--- config.mk ---
export PLATFORM = sky130hd
export DESIGN_NAME = program_loader
export DESIGN_NICKNAME = d
export VERILOG_FILES = /design/src/rtl/loader_pkg.sv /design/src/rtl/program_loader.sv
export SDC_FILE = /design/constraint.sdc
export NUM_CORES = 1
export LEC_CHECK = 0
export ABC_AREA = 1
export CORE_UTILIZATION = 32
export DETAILED_ROUTE_END_ITERATION = 10
export MAX_ROUTING_LAYER = met4
export PLACE_DENSITY = 0.6
export SYNTH_ARGS = -nofsm -noshare
export SYNTH_HDL_FRONTEND = slang
export SYNTH_SLANG_ARGS = --single-unit
--- constraint.sdc ---
create_clock -name clock -period 2.82 [get_ports clock]
set_input_delay 0.423 -clock clock [delete_from_list [all_inputs] [get_ports clock]]
set_output_delay 0.423 -clock clock [all_outputs]
set_load 0.005 [all_outputs]
--- src/rtl/loader_pkg.sv ---
// Shared constants for the byte-stream program loader.
//   - Header command codes recognised in IDLE.
//   - FSM state encoding.
package loader_pkg;

    localparam logic [7:0] CMD_LOAD_INS = 8'h01;
    localparam logic [7:0] CMD_LOAD_DAT = 8'h02;
    localparam logic [7:0] CMD_RUN      = 8'hA5;
    localparam logic [7:0] CMD_CLR_ERR  = 8'h5A;

    localparam logic [2:0] StIdle  = 3'd0;
    localparam logic [2:0] StAddr  = 3'd1;
    localparam logic [2:0] StCount = 3'd2;
    localparam logic [2:0] StData  = 3'd3;
    localparam logic [2:0] StWrite = 3'd4;
    localparam logic [2:0] StDone  = 3'd5;

endpackage

--- src/rtl/program_loader.sv ---
// program_loader: parses framed load/run commands from an 8-bit valid/ready byte
// stream and loads the core's instruction/data memories word by word.
// Ports:
//   clock, reset                 clock and asynchronous active-high reset
//   in_data/in_valid/in_ready    byte stream (transfer when valid & ready)
//   write_ins/addr_ins/dati_ins  instruction-memory write port
//   write_data/addr_data/dati_data data-memory write port
//   core_reset_n                 holds the core in reset while low
//   busy, load_done, frame_err   frame status
module program_loader
    import loader_pkg::*;
#(
    parameter int unsigned ADDR_W = 8,
    parameter int unsigned DATA_W = 32
) (
    input  logic              clock,
    input  logic              reset,
    input  logic [7:0]        in_data,
    input  logic              in_valid,
    output logic              in_ready,
    output logic              write_ins,
    output logic [ADDR_W-1:0] addr_ins,
    output logic [DATA_W-1:0] dati_ins,
    output logic              write_data,
    output logic [ADDR_W-1:0] addr_data,
    output logic [DATA_W-1:0] dati_data,
    output logic              core_reset_n,
    output logic              busy,
    output logic              load_done,
    output logic              frame_err
);

    logic [2:0]        state_q, state_d;
    logic              tgt_dat_q, tgt_dat_d;     // 1: data memory, 0: instruction memory
    logic [ADDR_W-1:0] addr_q, addr_d;
    logic [8:0]        count_q, count_d;         // 9 bits so a count byte of 0 can mean 256
    logic [1:0]        byte_idx_q, byte_idx_d;
    logic [DATA_W-1:0] asm_q, asm_d;
    logic              in_ready_q, in_ready_d;
    logic              wr_ins_q, wr_ins_d;
    logic              wr_dat_q, wr_dat_d;
    logic [ADDR_W-1:0] bus_addr_q, bus_addr_d;
    logic [DATA_W-1:0] bus_data_q, bus_data_d;
    logic              core_rst_n_q, core_rst_n_d;
    logic              busy_q, busy_d;
    logic              done_q, done_d;
    logic              err_q, err_d;

    logic              accept;
    logic [DATA_W-1:0] asm_next;

    assign accept   = in_valid & in_ready_q;
    // LSB first: each new byte enters at the top and earlier bytes shift down.
    assign asm_next = {in_data, asm_q[DATA_W-1:8]};

    always_comb begin
        state_d      = state_q;
        tgt_dat_d    = tgt_dat_q;
        addr_d       = addr_q;
        count_d      = count_q;
        byte_idx_d   = byte_idx_q;
        asm_d        = asm_q;
        bus_addr_d   = bus_addr_q;
        bus_data_d   = bus_data_q;
        core_rst_n_d = core_rst_n_q;
        err_d        = err_q;
        wr_ins_d     = 1'b0;
        wr_dat_d     = 1'b0;
        done_d       = 1'b0;

        case (state_q)
            StIdle: begin
                if (accept) begin
                    case (in_data)
                        CMD_LOAD_INS, CMD_LOAD_DAT: begin
                            state_d      = StAddr;
                            tgt_dat_d    = (in_data == CMD_LOAD_DAT);
                            core_rst_n_d = 1'b0;
                        end
                        CMD_RUN:     core_rst_n_d = 1'b1;
                        CMD_CLR_ERR: err_d = 1'b0;
                        default:     err_d = 1'b1;
                    endcase
                end
            end
            StAddr: begin
                if (accept) begin
                    addr_d  = ADDR_W'(in_data);
                    state_d = StCount;
                end
            end
            StCount: begin
                if (accept) begin
                    count_d    = (in_data == 8'h00) ? 9'd256 : {1'b0, in_data};
                    byte_idx_d = 2'd0;
                    state_d    = StData;
                end
            end
            StData: begin
                if (accept) begin
                    asm_d      = asm_next;
                    byte_idx_d = byte_idx_q + 2'd1;
                    if (byte_idx_q == 2'd3) begin
                        // Launch the strobe now so it is high in the WRITE cycle.
                        wr_ins_d   = ~tgt_dat_q;
                        wr_dat_d   = tgt_dat_q;
                        bus_addr_d = addr_q;
                        bus_data_d = asm_next;
                        state_d    = StWrite;
                    end
                end
            end
            StWrite: begin
                addr_d  = addr_q + 1'b1;
                count_d = count_q - 9'd1;
                if (count_q == 9'd1) begin
                    done_d  = 1'b1;
                    state_d = StDone;
                end else begin
                    state_d = StData;
                end
            end
            StDone: state_d = StIdle;
            default: state_d = StIdle;
        endcase

        in_ready_d = (state_d != StWrite) && (state_d != StDone);
        busy_d     = (state_d != StIdle);
    end

    always_ff @(posedge clock or posedge reset) begin
        if (reset) begin
            state_q      <= StIdle;
            tgt_dat_q    <= 1'b0;
            addr_q       <= '0;
            count_q      <= '0;
            byte_idx_q   <= '0;
            asm_q        <= '0;
            in_ready_q   <= 1'b0;
            wr_ins_q     <= 1'b0;
            wr_dat_q     <= 1'b0;
            bus_addr_q   <= '0;
            bus_data_q   <= '0;
            core_rst_n_q <= 1'b0;
            busy_q       <= 1'b0;
            done_q       <= 1'b0;
            err_q        <= 1'b0;
        end else begin
            state_q      <= state_d;
            tgt_dat_q    <= tgt_dat_d;
            addr_q       <= addr_d;
            count_q      <= count_d;
            byte_idx_q   <= byte_idx_d;
            asm_q        <= asm_d;
            in_ready_q   <= in_ready_d;
            wr_ins_q     <= wr_ins_d;
            wr_dat_q     <= wr_dat_d;
            bus_addr_q   <= bus_addr_d;
            bus_data_q   <= bus_data_d;
            core_rst_n_q <= core_rst_n_d;
            busy_q       <= busy_d;
            done_q       <= done_d;
            err_q        <= err_d;
        end
    end

    assign in_ready     = in_ready_q;
    assign write_ins    = wr_ins_q;
    assign write_data   = wr_dat_q;
    assign addr_ins     = bus_addr_q;
    assign addr_data    = bus_addr_q;
    assign dati_ins     = bus_data_q;
    assign dati_data    = bus_data_q;
    assign core_reset_n = core_rst_n_q;
    assign busy         = busy_q;
    assign load_done    = done_q;
    assign frame_err    = err_q;

endmodule

==> flow_metrics.py, run 1 <==
# Flow results
metrics = {
    "outcome": {
        "outcome": "completed",
    },
    "final_layout": {
        "final_area_um2": 5598,
        "n_antenna_cell": 0,
        "nClkBuffers": 10,
        "signal_buffers": 101,
        "logic_gates": 304,
        "nNetsFinal": 594,
        "comb_area_share_pct": 25.70,
        "largest_register_ffs": 32,
        "lay_top_count": "nand2_1",
        "final_layout_top_logic_cells": "nand2_1, clkdlybuf4s50_1, dfrtp_1, inv_1, o21ai_1",
        "seq_cells": 94,
        "logic_area_um2": 1439,
    },
    "floorplan": {
        "chipArea_um2": 14510,
        "core_um2": 13450,
        "pin_count": 98,
        "fp_util_pct": 33.38,
        "n_tap_cell": 176,
        "die-height_um": 120.5,
    },
    "place": {
        "portBuffers": 97,
        "place_ws_ps": 665.8,
    },
    "global_route": {
        "antenna_found_initial": 0,
        "met2_usage_pct": 21.08,
        "grt_busiest_layer": "met2",
        "use_met3_pct": 3.774,
        "grt_overflow": 0,
        "grt_pass1_vias": 3151,
        "grt_usage_pct": 14.78,
    },
    "critical_path": {
        "crit_path_start": "in_valid",
        "worstPathArrival_ps": 2040,
        "cp_num_cells": 7,
        "cp_top_family": "buffers and inverters",
        "critPathSlowestCell": "clkdlybuf4s50_1",
        "crit_top_cell": "nand2_1",
        "cp-endpoint": "dati_data[28]$_DFFE_PP0P_",
        "required_ps": 3040,
        "crit_fanout": 66,
        "worstPathCellList": "clkdlybuf4s50_1, nand2_1, inv_2, nand3_2, buf_12, nand2_1, o21ai_1",
        "r2r_end": "dati_data[28]$_DFFE_PP0P_",
        "cp_num_buf_inv": 3,
        "ff2ff_setup_slack_ps": 1160,
    },
    "sta": {
        "fin_worst_skew_ps": 8.323,
        "finalSetupViolCount": 0,
        "hold_ws_ps": 480.7,
        "final.min_clock_period_ps": 1819,
        "hold_viol_final": 0,
    },
    "clock_network": {
        "ctsResizeCount": 0,
    },
    "pwr": {
        "p_leak_uw": 0.002537,
        "largestPowerGroup": "sequential cells",
        "ir_drop_mv": 0.3128,
        "pwr.group.clock_uw": 1150,
        "power.total_uw": 4417,
        "combPwrFrac_pct": 29.2,
        "power_switching_uw": 1505,
        "powerSeq_uw": 1980,
    },
    "detailed_routing": {
        "wirelength_um": 9830,
        "route.met2.wl_um": 4495,
        "wl_per_cell_um": 12.93,
        "antenna_left": 0,
        "drt_iter0_drc": 265,
        "top_layer_used": "met4",
    },
    "flow_run": {
        "maxCapViolations": 0,
        "openroad.warnings": 27,
    },
    "logic_synthesis": {
        "edf_count": 0,
        "yosysTopAreaCellShare_pct": 52.38,
        "largest_area_cell": "dfrtp_1",
        "synthTopCellsByCount": "nand2_1, dfrtp_1, inv_1",
        "synth-simple-area-share_pct": 19.45,
        "synthTopCellsByArea": "dfrtp_1, nand2_1, buf_4",
        "netlist_instances": 523,
        "yosysWarnings": 0,
        "ys_area_um2": 4491,
        "synthesis.area_per_instance_um2": 8.586,
        "ys_sh_aoi_pct": 11.28,
        "ys_seq_share_pct": 52.38,
        "xor_area_share_pct": 0.1950,
    },
    "worst_hold_path": {
        "hold-path-cell-count": 2,
        "hold_end": "asm_q[27]$_DFFE_PP0P_",
        "hold_class": "reg -> reg",
    },
}
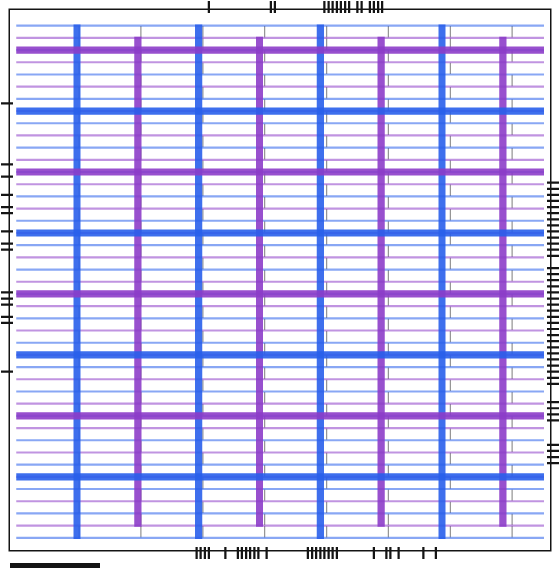
**Above:** run 1 (floorplan with the power grid).
The bar under the picture is 20 µm long. Pins as bars on the die edge. Tap cells in grey.
VSS: marked blue. VDD: marked purple.
98 signal pins sit on the boundary. 8 straps on met5. The core has 42 rows. 43 met1 rails follow the rows.

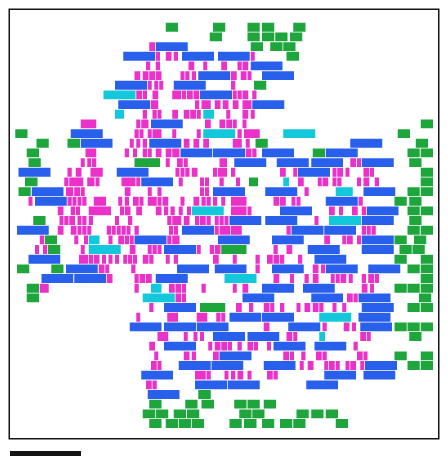
**Above:** run 1 (cells coloured by class).
The bar under the picture is 20 µm long.
combinational and other logic: marked magenta, cells 373, share of their area 32%. clock drivers and dummy loads: marked cyan, cells 16, share of their area 5.3%. sequential cells: marked blue, cells 94, share of their area 44%. remaining buffers and delay cells: marked green, cells 101, share of their area 19%.

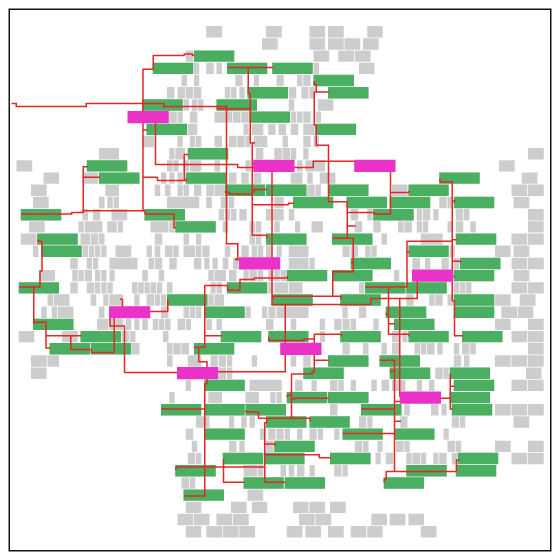
**Above:** run 1 (clock wires, drivers and flops).
flip-flops: marked green, count 94. clock drivers: marked magenta, count 9. clock wires: marked red, length 1,140 µm.
Position of the flops: widely spread.

## Run 2: what changed since run 1
==> constraint.sdc (replaced) <==
create_clock -name clock -period 1.5 [get_ports clock]
set_input_delay 0.225 -clock clock [delete_from_list [all_inputs] [get_ports clock]]
set_output_delay 0.225 -clock clock [all_outputs]
set_load 0.005 [all_outputs]
==> flow_metrics.py, run 2 <==
# Flow results
metrics = {
    "critical_path": {
        "critPathSlowestCell": "clkdlybuf4s50_1",
        "worstPathCellList": "clkdlybuf4s50_1",
        "crit_path_start": "dati_data[29]$_DFFE_PP0P_",
        "cp-endpoint": "dati_ins[29]",
        "required_ps": 1270,
        "worstPathArrival_ps": 1240,
        "r2r_end": "addr_q[0]$_DFFE_PP0P_",
        "ff2ff_setup_slack_ps": 110,
        "cp_num_buf_inv": 1,
        "crit_fanout": 3,
        "cp_num_cells": 1,
    },
    "global_route": {
        "grt_overflow": 0,
        "grt_pass1_vias": 3427,
        "use_met3_pct": 3.066,
        "antenna_found_initial": 0,
    },
    "floorplan": {
        "n_tap_cell": 176,
        "die-height_um": 120.5,
        "pin_count": 98,
        "chipArea_um2": 14510,
        "core_um2": 13450,
    },
    "final_layout": {
        "nNetsFinal": 644,
        "seq_cells": 94,
        "n_antenna_cell": 0,
        "final_layout_top_logic_cells": "nand2_1, dfrtp_1, clkdlybuf4s50_1, inv_1, buf_4",
        "final_area_um2": 6086,
        "signal_buffers": 151,
        "nClkBuffers": 11,
        "logic_gates": 304,
        "utilization_pct": 45.24,
        "largest_register_ffs": 32,
        "comb_area_share_pct": 23.85,
    },
    "logic_synthesis": {
        "ys_area_um2": 4491,
        "ys_seq_share_pct": 52.38,
        "edf_count": 0,
        "yosysWarnings": 0,
        "adder_share_pct": 1.115,
        "yosysTopAreaCellShare_pct": 52.38,
        "largest_area_cell": "dfrtp_1",
        "synthesis.area_per_instance_um2": 8.586,
        "synth-simple-area-share_pct": 19.45,
        "netlist_instances": 523,
        "ys_sh_aoi_pct": 11.28,
    },
    "pwr": {
        "pwr.group.clock_uw": 2410,
        "power_switching_uw": 2952,
        "combPwrFrac_pct": 30.2,
        "largestPowerGroup": "sequential cells",
        "p_leak_uw": 0.003239,
        "ir_drop_mv": 0.5367,
        "power.total_uw": 8802,
    },
    "detailed_routing": {
        "route.met2.wl_um": 4842,
        "wl_per_cell_um": 13.01,
        "wirelength_um": 10540,
        "antenna_left": 0,
        "top_layer_used": "met4",
        "drt_iter0_drc": 257,
    },
    "flow_run": {
        "openroad.warnings": 27,
        "maxCapViolations": 0,
    },
    "worst_hold_path": {
        "hold_class": "in -> async",
    },
    "clock_network": {
        "ctsResizeCount": 5,
        "postCtsHoldBufs": 0,
        "clockBufferDepth": 2,
        "path_clk_slew_ps": 70,
    },
    "outcome": {
        "outcome": "completed",
    },
    "sta": {
        "hold_ws_ps": 326.9,
        "hold_viol_final": 0,
        "finalSetupViolCount": 0,
        "final.min_clock_period_ps": 1465,
        "fin_worst_skew_ps": 10.16,
    },
    "place": {
        "place_ws_ps": -117.8,
    },
}
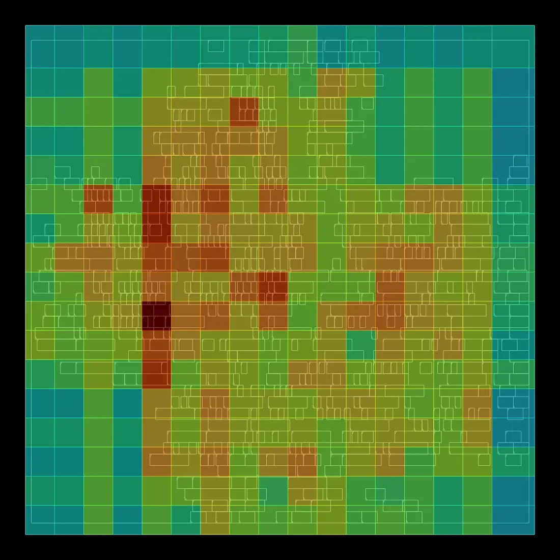
**Above:** run 2 (track usage over the die).
global route hottest layer: met2
Total GRT Usage: 15.51%
GR Util met2: 22.77%

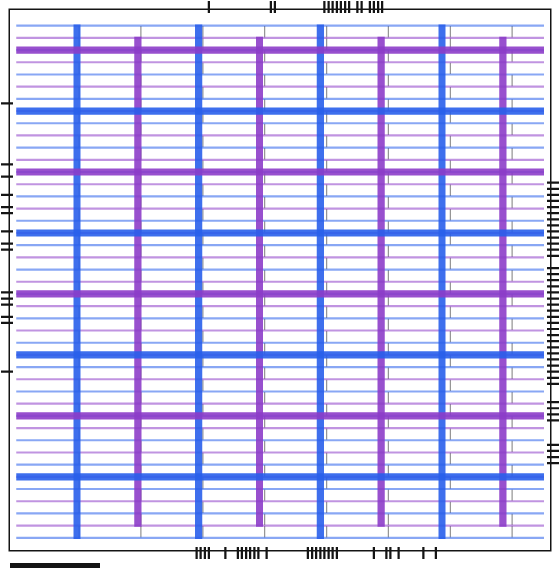
**Above:** run 2 (floorplan with the power grid).
The bar under the picture is 20 µm long. Pins as bars on the die edge. Tap cells in grey.
VDD: marked purple. VSS: marked blue.
The core has 42 rows. 8 straps on met5. 98 signal pins sit on the boundary.

Power figures rest on the tool's default switching activity, not on a simulated workload.
